Run 1, signal wires on met2:
Scale bar: 20 um.
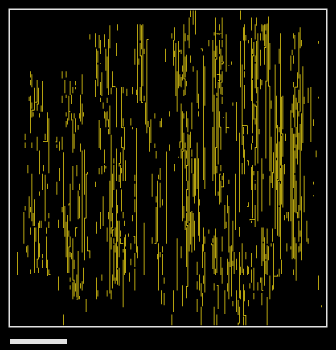
Run 1, routing congestion:
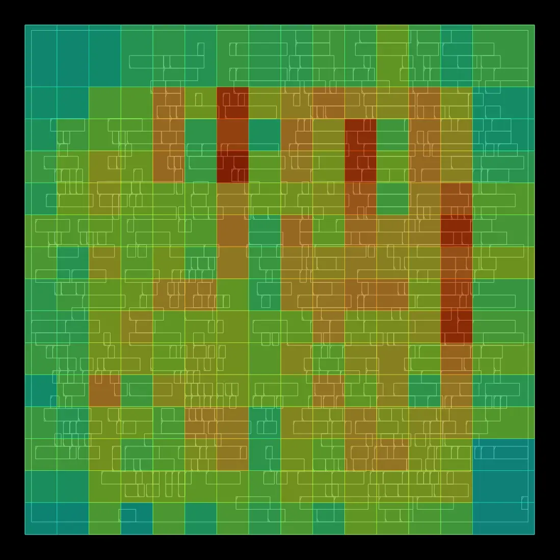
Run 1, gate families picked out:
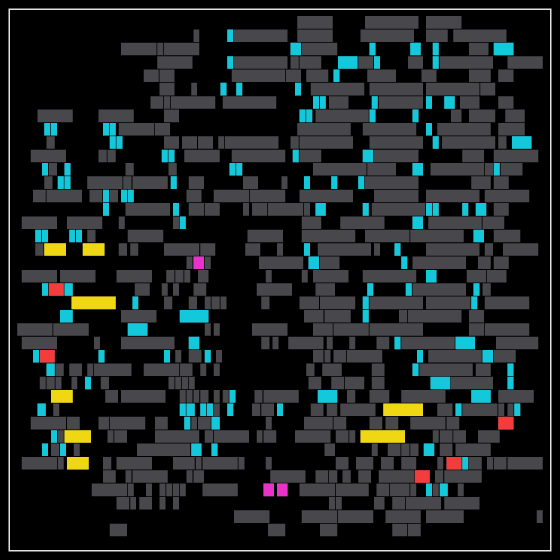
==> config.mk <==
export PLATFORM = sky130hd
export DESIGN_NAME = uart_rx_os
export DESIGN_NICKNAME = d
export VERILOG_FILES = /design/src/rtl/uart_pkg.sv /design/src/rtl/sync_fifo.sv /design/src/rtl/uart_rx_os.sv
export SDC_FILE = /design/constraint.sdc
export NUM_CORES = 1
export LEC_CHECK = 0
export ABC_AREA = 1
export CAP_MARGIN = 25
export CELL_PAD_IN_SITES_DETAIL_PLACEMENT = 0
export CELL_PAD_IN_SITES_GLOBAL_PLACEMENT = 2
export CORE_UTILIZATION = 34
export DETAILED_ROUTE_END_ITERATION = 6
export PLACE_DENSITY_LB_ADDON = 0.1
export REMOVE_ABC_BUFFERS = 1
export SLEW_MARGIN = 25
export SYNTH_ARGS = -nofsm -noshare
export SYNTH_HDL_FRONTEND = slang
export SYNTH_SLANG_ARGS = --single-unit
==> constraint.sdc <==
create_clock -name clk -period 1.85 [get_ports clk]
set_clock_uncertainty 0.2 [all_clocks]
set_input_delay 0.2775 -clock clk [delete_from_list [all_inputs] [get_ports clk]]
set_output_delay 0.2775 -clock clk [all_outputs]
set_load 0.1 [all_outputs]
==> src/rtl/uart_pkg.sv <==
// uart_pkg: shared constants, state encoding and helpers for the oversampling UART receiver.
package uart_pkg;

  // Parity modes selected by the PARITY parameter.
  localparam int PAR_NONE = 0;
  localparam int PAR_ODD  = 1;
  localparam int PAR_EVEN = 2;

  // Receiver FSM states.
  typedef enum logic [2:0] {
    IDLE   = 3'd0,
    START  = 3'd1,
    DATA   = 3'd2,
    PARITY = 3'd3,
    STOP   = 3'd4,
    BRK    = 3'd5
  } rx_state_e;

  // A FIFO word carries {break, parity_err, frame_err, data}.
  function automatic int fifo_width(input int data_bits);
    return data_bits + 3;
  endfunction

  // 2-of-3 majority vote used to clean up each bit sample.
  function automatic logic maj3(input logic a, input logic b, input logic c);
    return (a & b) | (a & c) | (b & c);
  endfunction

  // Parity check: odd needs XOR(data, bit)=1, even needs XOR(data, bit)=0.
  function automatic logic parity_err(input logic [7:0] data, input logic par_bit, input int mode);
    logic x;
    x = (^data) ^ par_bit;
    case (mode)
      PAR_ODD:  parity_err = ~x;
      PAR_EVEN: parity_err = x;
      default:  parity_err = 1'b0;
    endcase
  endfunction

endpackage

==> src/rtl/sync_fifo.sv <==
// sync_fifo: single-clock FIFO with registered full/empty flags, occupancy level
// and an overflow strobe for pushes that had to be dropped.
module sync_fifo
#(
  parameter int WIDTH = 11,
  parameter int DEPTH = 4
) (
  input  logic                     clk,
  input  logic                     rst_n,
  input  logic                     push,
  input  logic [WIDTH-1:0]         push_data,
  input  logic                     pop,
  output logic [WIDTH-1:0]         head,
  output logic                     full,
  output logic                     empty,
  output logic                     overflow,
  output logic [$clog2(DEPTH):0]   level
);
  import uart_pkg::*;

  localparam int AW = $clog2(DEPTH);
  localparam logic [AW:0] DEPTH_V = (AW+1)'(DEPTH);

  logic [WIDTH-1:0] mem_r [DEPTH];
  logic [AW-1:0]    wr_ptr_r;
  logic [AW-1:0]    rd_ptr_r;
  logic [AW:0]      count_r;
  logic [AW:0]      count_nxt_s;
  logic             full_r;
  logic             empty_r;
  logic             wr_en_s;
  logic             rd_en_s;

  // Pop only when data is held; a push into a full FIFO is accepted only if a pop frees the slot.
  always_comb begin
    rd_en_s  = pop & ~empty_r;
    wr_en_s  = push & (~full_r | rd_en_s);
    overflow = push & full_r & ~rd_en_s;
    case ({wr_en_s, rd_en_s})
      2'b10:   count_nxt_s = count_r + (AW+1)'(1);
      2'b01:   count_nxt_s = count_r - (AW+1)'(1);
      default: count_nxt_s = count_r;
    endcase
  end

  // Storage, pointers, occupancy and registered flags.
  always_ff @(posedge clk) begin
    if (!rst_n) begin
      for (int i = 0; i < DEPTH; i++) begin
        mem_r[i] <= {WIDTH{1'b0}};
      end
      wr_ptr_r <= {AW{1'b0}};
      rd_ptr_r <= {AW{1'b0}};
      count_r  <= {(AW+1){1'b0}};
      full_r   <= 1'b0;
      empty_r  <= 1'b1;
    end else begin
      if (wr_en_s) begin
        mem_r[wr_ptr_r] <= push_data;
        wr_ptr_r        <= wr_ptr_r + AW'(1);
      end
      if (rd_en_s) begin
        rd_ptr_r <= rd_ptr_r + AW'(1);
      end
      count_r <= count_nxt_s;
      full_r  <= (count_nxt_s == DEPTH_V);
      empty_r <= (count_nxt_s == {(AW+1){1'b0}});
    end
  end

  assign head  = mem_r[rd_ptr_r];
  assign full  = full_r;
  assign empty = empty_r;
  assign level = count_r;

endmodule

==> src/rtl/uart_rx_os.sv <==
// uart_rx_os: oversampling UART receiver. Synchronises the RX pin, derives an
// oversample tick from the system clock, majority-votes each bit at mid-bit and
// queues {break, parity_err, frame_err, data} words in a small FIFO.
module uart_rx_os
#(
  parameter int CLKS_PER_TICK = 4,
  parameter int OS            = 16,
  parameter int DATA_BITS     = 8,
  parameter int PARITY        = 0,
  parameter int STOP_BITS     = 1,
  parameter int FIFO_DEPTH    = 4
) (
  input  logic                          clk,
  input  logic                          rst_n,
  input  logic                          uart_rx,
  output logic [DATA_BITS-1:0]          rx_data,
  output logic                          rx_frame_err,
  output logic                          rx_parity_err,
  output logic                          rx_break,
  output logic                          rx_valid,
  input  logic                          rx_ready,
  output logic                          rx_overrun,
  input  logic                          clr_overrun,
  output logic                          rx_busy,
  output logic [$clog2(FIFO_DEPTH):0]   rx_level
);
  import uart_pkg::*;

  localparam int WORD_W = fifo_width(DATA_BITS);
  localparam int TW     = $clog2(CLKS_PER_TICK);
  localparam int PW     = $clog2(OS);
  localparam int BW     = $clog2(DATA_BITS);

  localparam logic [TW-1:0] TICK_LAST = TW'(CLKS_PER_TICK - 1);
  localparam logic [PW-1:0] PH_LAST   = PW'(OS - 1);
  localparam logic [PW-1:0] PH_V0     = PW'(OS/2 - 1);
  localparam logic [PW-1:0] PH_V1     = PW'(OS/2);
  localparam logic [PW-1:0] PH_V2     = PW'(OS/2 + 1);
  localparam logic [BW-1:0] BIT_LAST  = BW'(DATA_BITS - 1);
  localparam logic          STOP_LAST = 1'(STOP_BITS - 1);

  // Synchroniser and edge detect
  logic sync1_r;
  logic sync2_r;
  logic rxs_d_r;
  logic fall_s;

  // Timing
  logic [TW-1:0] tick_cnt_r;
  logic [PW-1:0] ph_r;
  logic          tick_s;
  logic          vote_tick_s;
  logic          start_s;

  // FSM and frame datapath
  rx_state_e            state_r;
  rx_state_e            state_nxt_s;
  logic                 v0_r;
  logic                 v1_r;
  logic                 vote_s;
  logic [DATA_BITS-1:0] shreg_r;
  logic [BW-1:0]        bit_cnt_r;
  logic                 par_bit_r;
  logic                 stop_cnt_r;
  logic                 stop0_r;
  logic                 ferr_r;
  logic                 final_stop_s;
  logic                 first_stop_s;
  logic                 frame_err_s;
  logic                 brk_s;
  logic                 par_err_s;
  logic [7:0]           data8_s;
  logic [WORD_W-1:0]    word_nxt_s;

  // Push pipeline and status
  logic              push_r;
  logic [WORD_W-1:0] word_r;
  logic              busy_r;
  logic              overrun_r;
  logic              fifo_full_s;
  logic              fifo_empty_s;
  logic              fifo_ovf_s;
  logic [WORD_W-1:0] head_s;

  // Two-flop synchroniser (idle-high reset) plus a delayed copy for falling-edge detection.
  always_ff @(posedge clk) begin
    if (!rst_n) begin
      sync1_r <= 1'b1;
      sync2_r <= 1'b1;
      rxs_d_r <= 1'b1;
    end else begin
      sync1_r <= uart_rx;
      sync2_r <= sync1_r;
      rxs_d_r <= sync2_r;
    end
  end

  // Tick, vote and end-of-word decode; the word is assembled here for the push register.
  always_comb begin
    fall_s       = rxs_d_r & ~sync2_r;
    start_s      = (state_r == IDLE) & fall_s;
    tick_s       = (tick_cnt_r == TICK_LAST);
    vote_tick_s  = tick_s & (ph_r == PH_V2);
    vote_s       = maj3(v0_r, v1_r, sync2_r);
    final_stop_s = (state_r == STOP) & vote_tick_s & (stop_cnt_r == STOP_LAST);
    if (stop_cnt_r == 1'b0) begin
      first_stop_s = vote_s;
    end else begin
      first_stop_s = stop0_r;
    end
    frame_err_s = ferr_r | ~vote_s;
    brk_s       = (shreg_r == {DATA_BITS{1'b0}}) & ~par_bit_r & ~first_stop_s;
    data8_s     = 8'd0;
    data8_s[DATA_BITS-1:0] = shreg_r;
    par_err_s   = parity_err(data8_s, par_bit_r, PARITY) & ~brk_s;
    word_nxt_s  = {brk_s, par_err_s, frame_err_s, shreg_r};
  end

  // FSM state register.
  always_ff @(posedge clk) begin
    if (!rst_n) begin
      state_r <= IDLE;
    end else begin
      state_r <= state_nxt_s;
    end
  end

  // FSM next-state: one vote per bit, leave mid-stop so the next start edge is not missed.
  always_comb begin
    state_nxt_s = state_r;
    case (state_r)
      IDLE: begin
        if (fall_s) state_nxt_s = START;
        else        state_nxt_s = IDLE;
      end
      START: begin
        if (vote_tick_s) begin
          if (vote_s) state_nxt_s = IDLE;
          else        state_nxt_s = DATA;
        end else begin
          state_nxt_s = START;
        end
      end
      DATA: begin
        if (vote_tick_s && (bit_cnt_r == BIT_LAST)) begin
          if (PARITY != PAR_NONE) state_nxt_s = uart_pkg::PARITY;
          else                    state_nxt_s = STOP;
        end else begin
          state_nxt_s = DATA;
        end
      end
      uart_pkg::PARITY: begin
        if (vote_tick_s) state_nxt_s = STOP;
        else             state_nxt_s = uart_pkg::PARITY;
      end
      STOP: begin
        if (final_stop_s) begin
          if (brk_s) state_nxt_s = BRK;
          else       state_nxt_s = IDLE;
        end else begin
          state_nxt_s = STOP;
        end
      end
      BRK: begin
        if (sync2_r) state_nxt_s = IDLE;
        else         state_nxt_s = BRK;
      end
      default: state_nxt_s = IDLE;
    endcase
  end

  // Tick generator, bit phase, vote samples and per-frame shift/count/error state.
  always_ff @(posedge clk) begin
    if (!rst_n) begin
      tick_cnt_r <= {TW{1'b0}};
      ph_r       <= {PW{1'b0}};
      v0_r       <= 1'b1;
      v1_r       <= 1'b1;
      shreg_r    <= {DATA_BITS{1'b0}};
      bit_cnt_r  <= {BW{1'b0}};
      par_bit_r  <= 1'b0;
      stop_cnt_r <= 1'b0;
      stop0_r    <= 1'b1;
      ferr_r     <= 1'b0;
    end else if (start_s) begin
      tick_cnt_r <= {TW{1'b0}};
      ph_r       <= {PW{1'b0}};
      shreg_r    <= {DATA_BITS{1'b0}};
      bit_cnt_r  <= {BW{1'b0}};
      par_bit_r  <= 1'b0;
      stop_cnt_r <= 1'b0;
      stop0_r    <= 1'b1;
      ferr_r     <= 1'b0;
    end else begin
      if (tick_s) begin
        tick_cnt_r <= {TW{1'b0}};
        if (ph_r == PH_LAST) ph_r <= {PW{1'b0}};
        else                 ph_r <= ph_r + PW'(1);
        if (ph_r == PH_V0) v0_r <= sync2_r;
        if (ph_r == PH_V1) v1_r <= sync2_r;
      end else begin
        tick_cnt_r <= tick_cnt_r + TW'(1);
      end
      if (vote_tick_s && (state_r == DATA)) begin
        shreg_r   <= {vote_s, shreg_r[DATA_BITS-1:1]};
        bit_cnt_r <= bit_cnt_r + BW'(1);
      end
      if (vote_tick_s && (state_r == uart_pkg::PARITY)) begin
        par_bit_r <= vote_s;
      end
      if (vote_tick_s && (state_r == STOP)) begin
        stop_cnt_r <= stop_cnt_r + 1'b1;
        ferr_r     <= frame_err_s;
        if (stop_cnt_r == 1'b0) stop0_r <= vote_s;
      end
    end
  end

  // Register the finished word so the FIFO push lands one clock after the last stop vote.
  always_ff @(posedge clk) begin
    if (!rst_n) begin
      push_r <= 1'b0;
      word_r <= {WORD_W{1'b0}};
    end else begin
      push_r <= final_stop_s;
      if (final_stop_s) word_r <= word_nxt_s;
    end
  end

  // Busy flag follows the FSM; sticky overrun where a new drop beats a clear.
  always_ff @(posedge clk) begin
    if (!rst_n) begin
      busy_r    <= 1'b0;
      overrun_r <= 1'b0;
    end else begin
      busy_r <= (state_nxt_s != IDLE);
      if (fifo_ovf_s)       overrun_r <= 1'b1;
      else if (clr_overrun) overrun_r <= 1'b0;
    end
  end

  sync_fifo #(
    .WIDTH (WORD_W),
    .DEPTH (FIFO_DEPTH)
  ) u_fifo (
    .clk       (clk),
    .rst_n     (rst_n),
    .push      (push_r),
    .push_data (word_r),
    .pop       (rx_ready),
    .head      (head_s),
    .full      (fifo_full_s),
    .empty     (fifo_empty_s),
    .overflow  (fifo_ovf_s),
    .level     (rx_level)
  );

  assign {rx_break, rx_parity_err, rx_frame_err, rx_data} = head_s;
  assign rx_valid   = ~fifo_empty_s;
  assign rx_busy    = busy_r;
  assign rx_overrun = overrun_r;

endmodule

==> results.json, run 1 <==
{
  "fmaxAchievable_mhz": 506,
  "detailedPlacementHpwl_mm": 5.90,
  "vias_in_the_first_global_route": 2922,
  "switching_share": 0.216,
  "post_synth_inst_count": 433,
  "residual_drc": 0,
  "core_ar_um2": 11400,
  "top_area_frac": 0.303,
  "startpoint": "u_fifo.empty",
  "signal_buffers": 83,
  "nonClockInverterCount": 44,
  "detail_route.first_pass.iterations": 4,
  "cts_bufs_inserted": 9,
  "post-route-cell-area_um2": 5730,
  "insertion_delay_ps": 340,
  "pwr-share-comb": 0.070,
  "cpPeakStageDelay_ps": 320,
  "logic_depth_of_the_worst_register_to_register_path": 11,
  "synth_area_per_cell_um2": 9.15,
  "synth_stat.cells": 433,
  "synth_simple_gate_area_share": 0.199,
  "critical-path-top-cell-by-count": "nand2_4",
  "status": "finished with violations",
  "port-buffer-count": 20,
  "clockNetworkPower_uw": 1930,
  "core_util_floorplan": 0.349,
  "synthDominantAreaCellType": "edfxtp_1",
  "post-synth-top-count-cell": "nor2_1",
  "synth.yosys.chip_area_um2": 3960,
  "dominantRegCellSynth": "dfxtp_1",
  "path_cells": "inv_2, nand2_4, a21boi_4, buf_4, buf_6, buf_4, nand2_2, nor2_4, nand2_4, nand2_4, clkbuf_16",
  "worstHoldPathCells": 1,
  "largest-register": "u_fifo.mem_r",
  "final_core_utilization": 0.504,
  "finalClockPeriodUsage": 1.07,
  "sequential_cell_area_um2": 2270,
  "syn_to_final_growth_pct": 44.5,
  "startpoint_of_the_lowest_slack_register_to_register_path": "u_fifo.empty",
  "worst-path-stages": 11,
  "synth.lib_cells_used.distinct": 35,
  "row_count": 39,
  "synth.cellmix.compoundShare": 0.123,
  "setup-violations-final": 40,
  "cp_max_fo": 5,
  "p_seq_frac": 0.497,
  "critPathKind": "flop to flop",
  "comb_power_uw": 311,
  "cts.sink_count": 93,
  "met3WireLength_um": 196,
  "totalNegativeSetupSlack_ps": -3180,
  "internal_power_uw": 3490,
  "die_w_um": 110,
  "violations": "negative setup slack",
  "yosysWarningCount": 0,
  "cts-htree-levels": 3,
  "rsz0062_at_grt": "true",
  "post-layout-total-power_uw": 4450,
  "dr.max_layer_used": "met4",
  "finalCriticalPeriod_ps": 1980,
  "power_sequential_uw": 2210,
  "worstHoldPathType": "flop to flop",
  "largestPowerGroup": "registers",
  "fin_ws_ps": -127,
  "clk_root_buffer_cell": "clkbuf_16",
  "grt_pass1_wl_mm": 14.4,
  "worstSetupStartpointType": "flop",
  "num-fill-cells": 1080,
  "num-clock-buffers": 11,
  "met2_wirelength_mm": 4.62,
  "drv_cap": 0,
  "drv_slew": 0,
  "commonest_cells_in_the_netlist": "nor2_1 (111), dfxtp_1 (53), nand2_1 (44)",
  "ios": 22,
  "tap-cell-count": 143,
  "total_switching_power_uw": 961,
  "peakVddDrop_mv": 0.425,
  "path_delay_family": "buffers and inverters",
  "worstHoldStart": "sync1_r",
  "comb.multi_input.count": 278,
  "post_drt_via_cell_ratio": 4.61,
  "largest_register_ff_count": 40,
  "multi_input_comb_area_um2": 1750,
  "regToRegEndpoint": "u_fifo.mem_r[2][2]",
  "synthTopLogicFamily": "simple AND/OR/NAND/NOR gates",
  "cp-endpoint": "u_fifo.mem_r[2][2]",
  "clock_power_share": 0.433,
  "clock_cell_area_share": 0.0537,
  "antenna_violations_before_repair": 0,
  "synthXorXnorAreaFrac": 0.0111,
  "maximum_clock_path_buffer_count": 2,
  "grtUsageTotal": 0.164,
  "power-per-cell-area_nw_per_um2": 777,
  "adder_share": 0.0272,
  "cpMaxStageDelayCell": "dfxtp_2",
  "place_area_um2": 4770,
  "grt-ovfl-total": 0,
  "area_leaders": "edfxtp_1 (30%), dfxtp_1 (27%), nor2_1 (11%), o21ai_0 (4.5%), nand2_1 (4.2%)",
  "detail_route.wirelength.met1_mm": 4.25,
  "crit_arrival_ps": 1840,
  "design.seq.count": 93
}
-- 'signal wires on met2' (at the start) --
wire length on this layer: 4620 um
main direction: vertical
drt total wl: 9.23 mm
count of vias placed by the detailed router: 3027
met2 Resource Use GR: 0.276

-- 'routing congestion' (at the start) --
drt wl/cell: 14.0 um
global route hottest layer: met2
met3 demand-to-capacity share in global routing: 0.0338
met1 capacity usage during global routing: 0.201

-- 'gate families picked out' (at the start) --
[AND and OR gates] magenta | cells: 3
[adder and majority cells] yellow | cells: 8
[XOR/XNOR gates] red | cells: 5
[NOR gates] cyan | cells: 121
Non-Filler Instances: 657
Comb area share: 0.305
top logic cell by instance count in the layout: nor2_1

Run 1, register map, names as in the netlist:
Scale bar: 20 um.
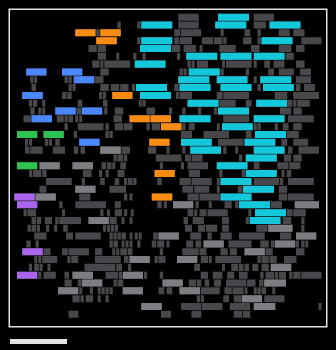

--- run 2 (diff from run 1) ---
- CAP_MARGIN: 25 -> default
- CORE_UTILIZATION: 34 -> 36
- DONT_BUFFER_PORTS: default -> 1
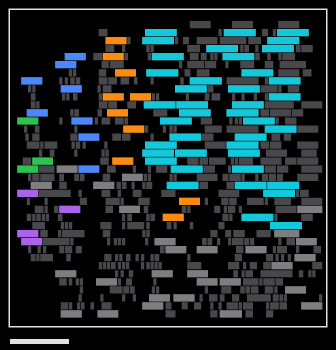
Run 2: register map, names as in the netlist
Scale bar: 20 um.
[u_fifo.mem_r] cyan | sequential cells: 40
[ph_r] purple | sequential cells: 4
[bit_cnt_r] green | sequential cells: 3
[data8_s] blue | sequential cells: 8
[word_r] orange | sequential cells: 10
not colored: 28

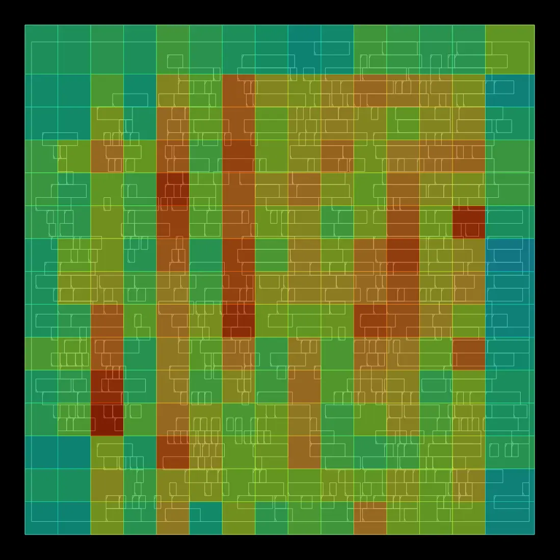
Run 2: routing congestion
Core Util, Final: 0.512
met2 Resource Use GR: 0.284
met1 capacity usage during global routing: 0.198
global-route usage over all layers: 0.167
met3 demand-to-capacity share in global routing: 0.0456

==> results.json, run 2 <==
{
  "holdWs_ps": -209,
  "post-synth-top-count-cell": "nor2_1",
  "antenna_violations_before_repair": 0,
  "worstHoldPathCells": 1,
  "regToRegEndpoint": "u_fifo.full",
  "nonClockInverterCount": 44,
  "met2_wirelength_mm": 4.21,
  "status": "finished with violations",
  "via_count": 2953,
  "syn_to_final_growth_pct": 35.9,
  "largest-register": "u_fifo.mem_r",
  "finalClockPeriodUsage": 1.06,
  "clockNetworkPower_uw": 1750,
  "area_leaders": "edfxtp_1 (30%), dfxtp_1 (27%), nor2_1 (11%), o21ai_0 (4.5%), nand2_1 (4.2%)",
  "cts_bufs_inserted": 9,
  "grt_pass1_wl_mm": 14.3,
  "post-layout-total-power_uw": 4220,
  "design.seq.count": 93,
  "worstHoldStart": "rst_n",
  "drt-total-wl_mm": 8.58,
  "cpMaxStageDelayCell": "fa_2",
  "ios": 22,
  "commonest_cells_in_the_netlist": "nor2_1 (111), dfxtp_1 (53), nand2_1 (44)",
  "logic_depth_of_the_worst_register_to_register_path": 11,
  "clock_cell_area_share": 0.0488,
  "peakVddDrop_mv": 0.685,
  "switching_share": 0.217,
  "core_util_floorplan": 0.377,
  "synth_area_per_cell_um2": 9.15,
  "num-fill-cells": 983,
  "clk_root_buffer_cell": "clkbuf_8",
  "combAreaFraction": 0.333,
  "largestPowerGroup": "registers",
  "sequential_cell_area_um2": 2270,
  "pwr-share-comb": 0.061,
  "cp-endpoint": "u_fifo.full",
  "synthDominantAreaCellType": "edfxtp_1",
  "dr.max_layer_used": "met4",
  "rsz0062_at_grt": "true",
  "p_seq_frac": 0.523,
  "die_w_um": 107,
  "violations": "negative hold slack, negative setup slack",
  "worst-path-stages": 11,
  "startpoint": "u_fifo.empty",
  "tap-cell-count": 136,
  "cpPeakStageDelay_ps": 540,
  "crit_arrival_ps": 2060,
  "core_ar_um2": 10500,
  "post-route-cell-area_um2": 5380,
  "setup-violations-final": 14,
  "drv_cap": 0,
  "multi_input_comb_area_um2": 1790,
  "signal_buffers": 59,
  "adder_share": 0.0272,
  "row_count": 37,
  "cts-htree-levels": 3,
  "fin_ws_ps": -105,
  "synth.lib_cells_used.distinct": 35,
  "top_area_frac": 0.303,
  "fmaxAchievable_mhz": 512,
  "detail_route.first_pass.iterations": 5,
  "synthXorXnorAreaFrac": 0.0111,
  "finish.cell_count_without_fillers": 626,
  "maximum_clock_path_buffer_count": 2,
  "finalHoldViolCount": 14,
  "critical-path-top-cell-by-count": "inv_2",
  "finalCriticalPeriod_ps": 1950,
  "worstSetupStartpointType": "flop",
  "vias_in_the_first_global_route": 2950,
  "met3WireLength_um": 327,
  "path_cells": "inv_2, nand2_4, a21boi_2, inv_1, ha_2, inv_2, fa_2, nor2_4, a21oi_2, nand2_2, nor3_2",
  "detail_route.wirelength.met1_mm": 3.87
}
Power is estimated from default activity; no workload was simulated.
